<file path="config.mk">
export PLATFORM = sky130hd
export DESIGN_NAME = frame_update_sequencer
export DESIGN_NICKNAME = d
export VERILOG_FILES = /design/src/rtl/frame_update_sequencer.sv
export SDC_FILE = /design/constraint.sdc
export NUM_CORES = 1
export LEC_CHECK = 0
export ABC_AREA = 1
export ABC_CLOCK_PERIOD_IN_PS = 1600
export CAP_MARGIN = 20
export CORE_UTILIZATION = 30
export DETAILED_ROUTE_END_ITERATION = 10
export PLACE_DENSITY = 0.48
export SYNTH_ARGS = -nofsm -noshare
export SYNTH_HDL_FRONTEND = slang
export SYNTH_SLANG_ARGS = --single-unit
</file>
<file path="constraint.sdc">
create_clock -name clock -period 1.6 [get_ports clock]
set_input_delay 0.32 -clock clock [delete_from_list [all_inputs] [get_ports clock]]
set_output_delay 0.32 -clock clock [all_outputs]
set_load 0.01 [all_outputs]
</file>
<file path="src/rtl/frame_update_sequencer.sv">
// rtl/frame_update_sequencer.sv - per-frame erase/solve/redraw scheduler for game entities
// Owns the shared drawer and each entity's isActive/startSolve, with a per-step watchdog.
module frame_update_sequencer #(
   parameter int N_ENT   = 3,
   parameter int IDX_W   = 2,
   parameter int TIMEOUT = 1023,
   parameter int TO_W    = 10
) (
   input  logic             clock,
   input  logic             resetn,
   input  logic             frame_tick,
   input  logic [N_ENT-1:0] solve_done,
   input  logic             draw_done,
   output logic [N_ENT-1:0] is_active,
   output logic             start_solve,
   output logic             draw_req,
   output logic             draw_erase,
   output logic [IDX_W-1:0] draw_sel,
   output logic             busy,
   output logic [N_ENT-1:0] fault,
   output logic [7:0]       overrun_cnt
);

   typedef enum logic [2:0] {
      S_IDLE,
      S_ERASE,
      S_SOLVE,
      S_DRAW,
      S_GAP
   } state_t;

   localparam logic [TO_W-1:0]  WD_LAST  = TO_W'(TIMEOUT - 1);
   localparam logic [IDX_W-1:0] IDX_LAST = IDX_W'(N_ENT - 1);

   state_t           r_state;
   logic [IDX_W-1:0] r_idx;
   logic [TO_W-1:0]  r_wdog;
   logic [N_ENT-1:0] r_is_active;
   logic             r_start_solve;
   logic             r_draw_req;
   logic             r_draw_erase;
   logic [IDX_W-1:0] r_draw_sel;
   logic             r_busy;
   logic [N_ENT-1:0] r_fault;
   logic [7:0]       r_overrun_cnt;

   logic [IDX_W-1:0] w_idx_next;
   logic [N_ENT-1:0] w_cur_onehot;
   logic [N_ENT-1:0] w_next_onehot;
   logic             w_wd_fire;
   logic             w_solved;
   logic             w_step_done;
   logic             w_tick_dropped;

   assign w_idx_next     = r_idx + IDX_W'(1);
   assign w_cur_onehot   = N_ENT'(1) << r_idx;
   assign w_next_onehot  = N_ENT'(1) << w_idx_next;
   assign w_wd_fire      = (r_wdog == WD_LAST);
   // A stale isSolved from the entry cycle must not end the solve step.
   assign w_solved       = solve_done[r_idx] && (r_wdog != '0);
   assign w_step_done    = (r_state == S_SOLVE) ? w_solved : draw_done;
   assign w_tick_dropped = frame_tick && (r_state != S_IDLE);

   always_ff @(posedge clock) begin
      if (!resetn) begin
         r_state       <= S_IDLE;
         r_idx         <= '0;
         r_wdog        <= '0;
         r_is_active   <= '0;
         r_start_solve <= 1'b0;
         r_draw_req    <= 1'b0;
         r_draw_erase  <= 1'b0;
         r_draw_sel    <= '0;
         r_busy        <= 1'b0;
         r_fault       <= '0;
         r_overrun_cnt <= '0;
      end else begin
         if (w_tick_dropped && (r_overrun_cnt != 8'hFF))
            r_overrun_cnt <= r_overrun_cnt + 8'd1;

         case (r_state)
            S_IDLE: begin
               r_wdog <= '0;
               if (frame_tick) begin
                  r_state      <= S_ERASE;
                  r_idx        <= '0;
                  r_busy       <= 1'b1;
                  r_draw_req   <= 1'b1;
                  r_draw_erase <= 1'b1;
                  r_draw_sel   <= '0;
                  r_is_active  <= N_ENT'(1);
               end
            end

            S_ERASE, S_SOLVE, S_DRAW: begin
               r_wdog <= '0;
               // Completion takes priority over a watchdog expiring in the same cycle.
               if (w_step_done) begin
                  if (r_state == S_ERASE) begin
                     r_state       <= S_SOLVE;
                     r_draw_req    <= 1'b0;
                     r_draw_erase  <= 1'b0;
                     r_start_solve <= 1'b1;
                  end else if (r_state == S_SOLVE) begin
                     r_state       <= S_DRAW;
                     r_start_solve <= 1'b0;
                     r_draw_req    <= 1'b1;
                     r_draw_erase  <= 1'b0;
                     r_draw_sel    <= r_idx;
                  end else begin
                     r_state       <= S_GAP;
                     r_draw_req    <= 1'b0;
                     r_is_active   <= '0;
                  end
               end else if (w_wd_fire) begin
                  r_fault       <= r_fault | w_cur_onehot;
                  r_state       <= S_GAP;
                  r_draw_req    <= 1'b0;
                  r_draw_erase  <= 1'b0;
                  r_start_solve <= 1'b0;
                  r_is_active   <= '0;
               end else begin
                  r_wdog <= r_wdog + TO_W'(1);
               end
            end

            S_GAP: begin
               r_wdog <= '0;
               if (r_idx == IDX_LAST) begin
                  r_state    <= S_IDLE;
                  r_idx      <= '0;
                  r_busy     <= 1'b0;
                  r_draw_sel <= '0;
               end else begin
                  r_state      <= S_ERASE;
                  r_idx        <= w_idx_next;
                  r_draw_req   <= 1'b1;
                  r_draw_erase <= 1'b1;
                  r_draw_sel   <= w_idx_next;
                  r_is_active  <= w_next_onehot;
               end
            end

            default: begin
               r_state <= S_IDLE;
               r_wdog  <= '0;
            end
         endcase
      end
   end

   assign is_active   = r_is_active;
   assign start_solve = r_start_solve;
   assign draw_req    = r_draw_req;
   assign draw_erase  = r_draw_erase;
   assign draw_sel    = r_draw_sel;
   assign busy        = r_busy;
   assign fault       = r_fault;
   assign overrun_cnt = r_overrun_cnt;

endmodule
</file>
==> out/qor.yml, run 1 <==
global_routing:
  grtUsageMet3_pct: 3.11
run:
  warnings: 29
final_layout:
  finalNetCount: 313
  regArea_um2: 704
  largest_register_ff_count: 10
  logic_area_um2: 1030
  nClkBuffers: 6
  regMostFlops: "r_wdog"
  clock_area_share_pct: 2.91
  sh_seq_area_pct: 28.2
timing:
  min_period_ps: 1540
  maxSlewHeadroom_pct: 76.6
cts:
  cts_hold_buffers: 0
  cts_tree: "yes"
pwr:
  seq_cell_power_mw: 1.02
  clock_power_share_pct: 24.3
die:
  fp_util_pct: 31.6
yosys:
  synth.most_common_cell: "nand2_1"
  synthAoiAreaFrac_pct: 11.6
  ys_warn_count: 0
  yosysUniqueCellTypes: 32
  common_cells: "nand2_1 (50), dfxtp_1 (35), inv_1 (34), nor2_1 (24), nand3_1 (14)"
  ys_sh_adder_pct: 2.64
status:
  status: "completed"
worst_setup_path:
  criticalPathCategory: "register to output pin"
  path_buffers: 1
  r2r-start: "r_wdog[0]"
drt:
  drt_iter0_markers: 60
placement:
  dp.cells: 368
Fig. 1: run 1, cell sizes after repair
Bar = 20 µm.
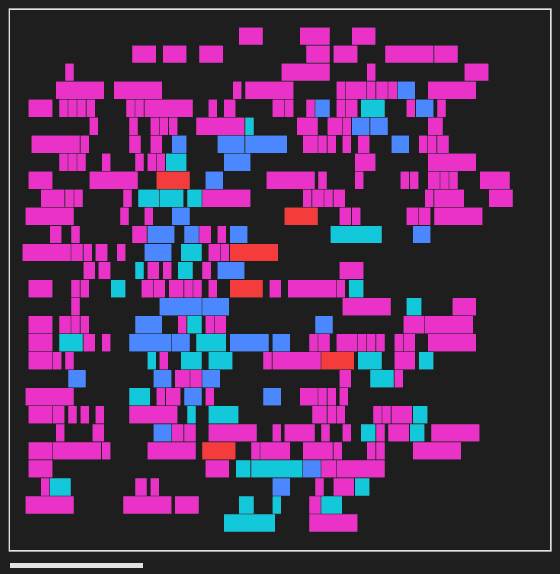
drive 6 and up -> red  # cells 6, share 2.0%, most used clkbuf_8
drive 3 to 4 -> blue  # cells 34, share 11%, most used buf_4
drive 1 or less -> magenta  # cells 225, share 75%, most used nand2_1
drive 2 -> cyan  # cells 36, share 12%, most used nor2_2
final instance area: 2500 µm²
area grow syn2layout: 31.8%

Fig. 2: run 1, met2 routing
Cells faint in the background.
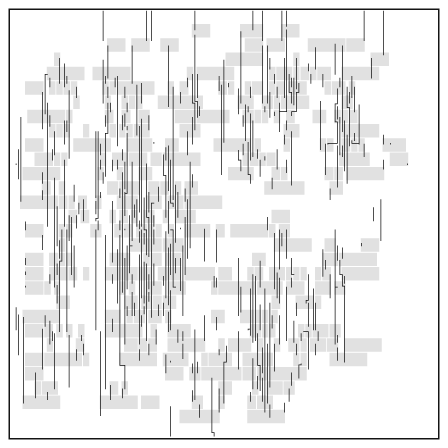
wire length on this layer = 1960 µm
longest straight run = 29.2 µm
vias post-DR: 1663
M2 GR Usage: 22.7%
Routed Wire Length: 4180 µm

Fig. 3: run 1, the clock network
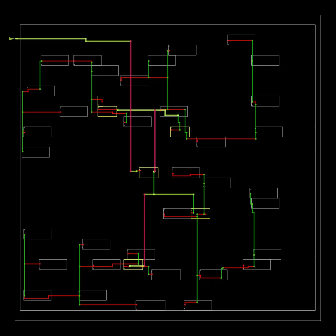
clock skew: 5.92 ps
TritonCTS buffer count: 5
P_clk: 0.594 mW
clock sink count: 35

## Run 2: what changed since run 1
--- a/config.mk
+++ b/config.mk
@@ -6,11 +6,11 @@
 export NUM_CORES = 1
 export LEC_CHECK = 0
 export ABC_AREA = 1
-export ABC_CLOCK_PERIOD_IN_PS = 1600
+export ABC_CLOCK_PERIOD_IN_PS = 1700
 export CAP_MARGIN = 20
 export CORE_UTILIZATION = 30
 export DETAILED_ROUTE_END_ITERATION = 10
-export PLACE_DENSITY = 0.48
+export PLACE_DENSITY = 0.46
 export SYNTH_ARGS = -nofsm -noshare
 export SYNTH_HDL_FRONTEND = slang
 export SYNTH_SLANG_ARGS = --single-unit
==> constraint.sdc (replaced) <==
create_clock -name clock -period 1.7 [get_ports clock]
set_input_delay 0.34 -clock clock [delete_from_list [all_inputs] [get_ports clock]]
set_output_delay 0.34 -clock clock [all_outputs]
set_load 0.01 [all_outputs]
Fig. 4: run 2, cell sizes after repair
Bar = 20 µm.
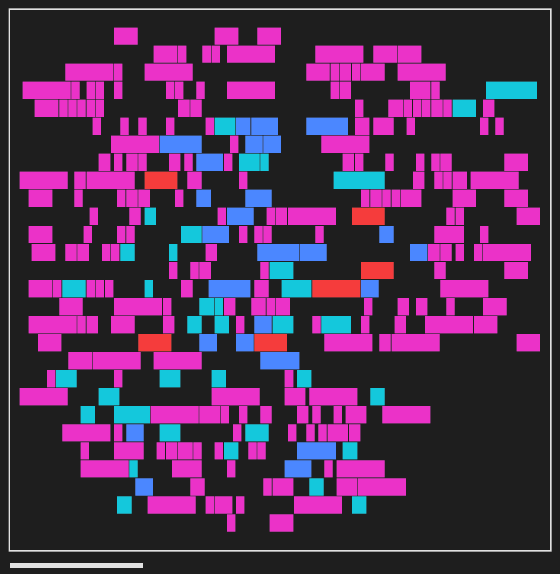
drive 1 or less -> magenta  # cells 225, share 77%, most used nand2_1
drive 6 and up -> red  # cells 6, share 2.1%, most used clkbuf_8
drive 2 -> cyan  # cells 36, share 12%, most used nor2_2
drive 3 to 4 -> blue  # cells 25, share 8.6%, most used buf_4
fin worst setup slack: 95.9 ps
final instance area: 2440 µm²

Fig. 5: run 2, signal wires by layer
Only two layers are drawn.
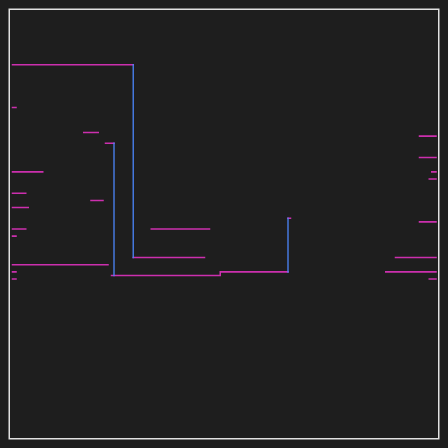
met4 -> blue  # wire length 72.1 µm
met3 -> magenta  # wire length 153 µm
Routed Wire Length: 4220 µm
GR Util All Layers: 13.9%
WL per Instance: 11.5 µm
vias post-DR: 1676

==> out/qor.yml, run 2 <==
status:
  status: "completed"
final_layout:
  largest_register_ff_count: 10
  drive_gt1_share_pct: 22.9
  finalNetCount: 302
  final_cell_mix: "nand2_1 (50), inv_1 (33), dfxtp_1 (33), clkdlybuf4s50_1 (26), nor2_1 (22)"
  clock_area_share_pct: 3.34
  sh_seq_area_pct: 28.9
  fin_cells: 367
  nClkBuffers: 7
  regMostFlops: "r_wdog"
  area_growth_pct: 28.6
  logic_area_um2: 1050
  regArea_um2: 703
  n_all_buffers: 36
pwr:
  internal-power_mw: 1.52
  clock_power_share_pct: 25.4
  seq_cell_power_mw: 0.951
  power_clock_mw: 0.588
yosys:
  yosysUniqueCellTypes: 32
  synthAoiAreaFrac_pct: 11.6
  synth.most_common_cell: "nand2_1"
  ys_warn_count: 0
  common_cells: "nand2_1 (50), dfxtp_1 (35), inv_1 (34), nor2_1 (24), nand3_1 (14)"
  ys_sh_adder_pct: 2.64
timing:
  fin_skew_ps: 6.10
  maxSlewHeadroom_pct: 64.7
  min_period_ps: 1600
cts:
  cts-htree-levels: 2
  cts_tree: "yes"
  cts.sinks: 35
  cts_hold_buffers: 0
  cts_made_buffers: 5
worst_setup_path:
  r2r-start: "r_wdog[0]"
  criticalPathCategory: "register to output pin"
  rr_worst_depth: 10
global_routing:
  grt_use_met2_pct: 21.3
  grtUsageMet3_pct: 3.56
die:
  fp_util_pct: 31.6
drt:
  drt_iter0_markers: 38
  met2_length_um: 1810
placement:
  dp.cells: 358
run:
  warnings: 29
## Run 3: what changed since run 2
--- a/config.mk
+++ b/config.mk
@@ -6,11 +6,11 @@
 export NUM_CORES = 1
 export LEC_CHECK = 0
 export ABC_AREA = 1
-export ABC_CLOCK_PERIOD_IN_PS = 1700
+export ABC_CLOCK_PERIOD_IN_PS = 1400
 export CAP_MARGIN = 20
 export CORE_UTILIZATION = 30
 export DETAILED_ROUTE_END_ITERATION = 10
-export PLACE_DENSITY = 0.46
+export PLACE_DENSITY = 0.48
 export SYNTH_ARGS = -nofsm -noshare
 export SYNTH_HDL_FRONTEND = slang
 export SYNTH_SLANG_ARGS = --single-unit
==> constraint.sdc (replaced) <==
create_clock -name clock -period 1.4 [get_ports clock]
set_input_delay 0.28 -clock clock [delete_from_list [all_inputs] [get_ports clock]]
set_output_delay 0.28 -clock clock [all_outputs]
set_load 0.01 [all_outputs]
Fig. 6: run 3, cell sizes after repair
Bar = 20 µm.
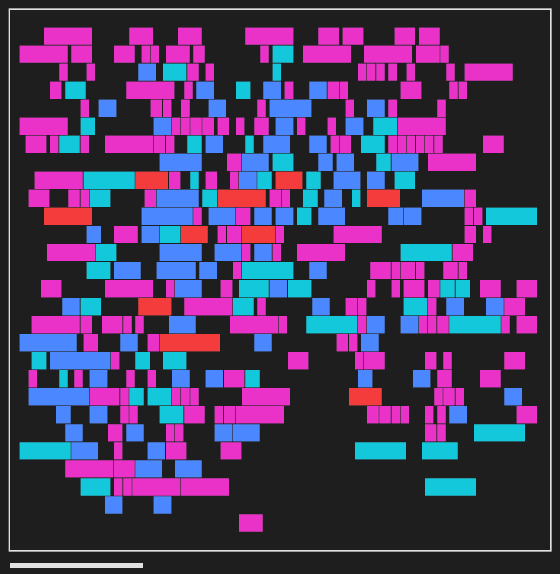
Non-CTS buffers: 77
fin worst setup slack: -143 ps
final instance area: 2900 µm²

Fig. 7: run 3, signal wires by layer
Only two layers are drawn.
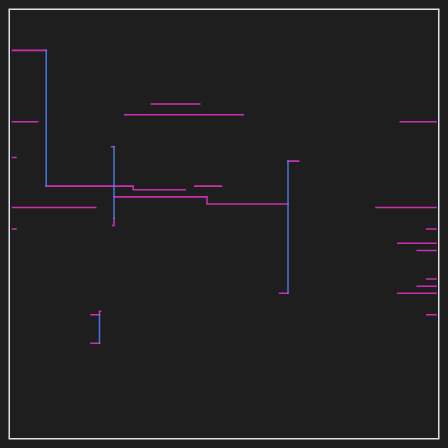
met4 -> blue  # wire length 70.0 µm
met3 -> magenta  # wire length 181 µm
Routed Wire Length: 4800 µm
GR Util All Layers: 15.6%
WL per Instance: 11.8 µm
vias post-DR: 1829

==> out/qor.yml, run 3 <==
timing:
  min_period_ps: 1540
  fin_skew_ps: 4.55
  post-route-worst-setup-slack_ps: -143
  maxSlewHeadroom_pct: 80.1
  setup_viol: 24
pwr:
  internal-power_mw: 1.96
status:
  status: "finished, violations left"
  violations: "setup timing"
final_layout:
  largest_register_ff_count: 10
  nClkBuffers: 6
  fin_cells: 406
  logic_area_um2: 1180
  sh_seq_area_pct: 24.8
  drive_gt1_share_pct: 41.4
  final_cell_mix: "buf_4 (46), nand2_1 (43), inv_1 (31), dfxtp_1 (24)"
worst_setup_path:
  r2r-start: "r_wdog[1]"
  rr_worst_depth: 12
die:
  fp_util_pct: 31.6
cts:
  cts_made_buffers: 5
  cts-htree-levels: 2
  cts.sinks: 35
  cts_hold_buffers: 0
global_routing:
  grt_use_met2_pct: 25.1
yosys:
  synth.most_common_cell: "nand2_1"
  ys_warn_count: 0
  ys_sh_adder_pct: 2.64
  synthAoiAreaFrac_pct: 11.6
drt:
  met2_length_um: 2210

## Gallery

Signal wires on met1.
panel A
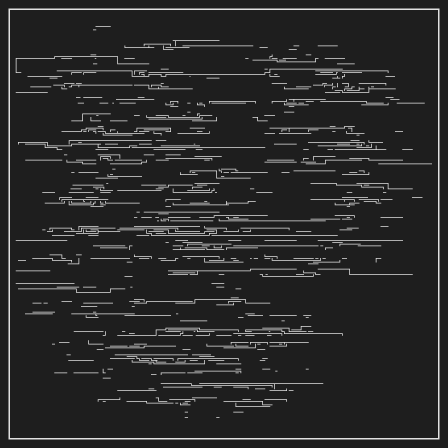
panel B
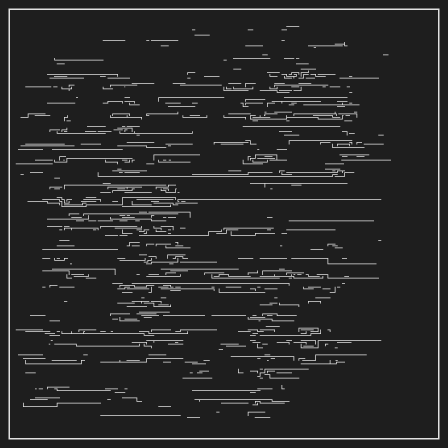
panel C
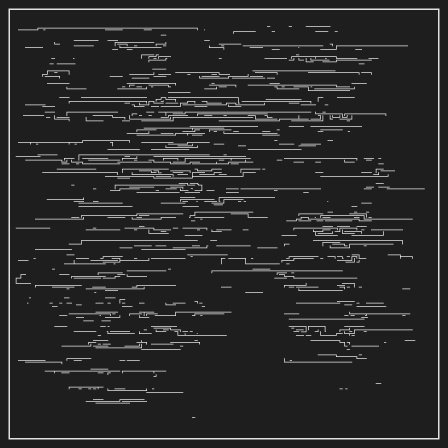
- panel C = run 3
- panel B = run 1
- panel A = run 2

Power and IR drop assume default switching activity.
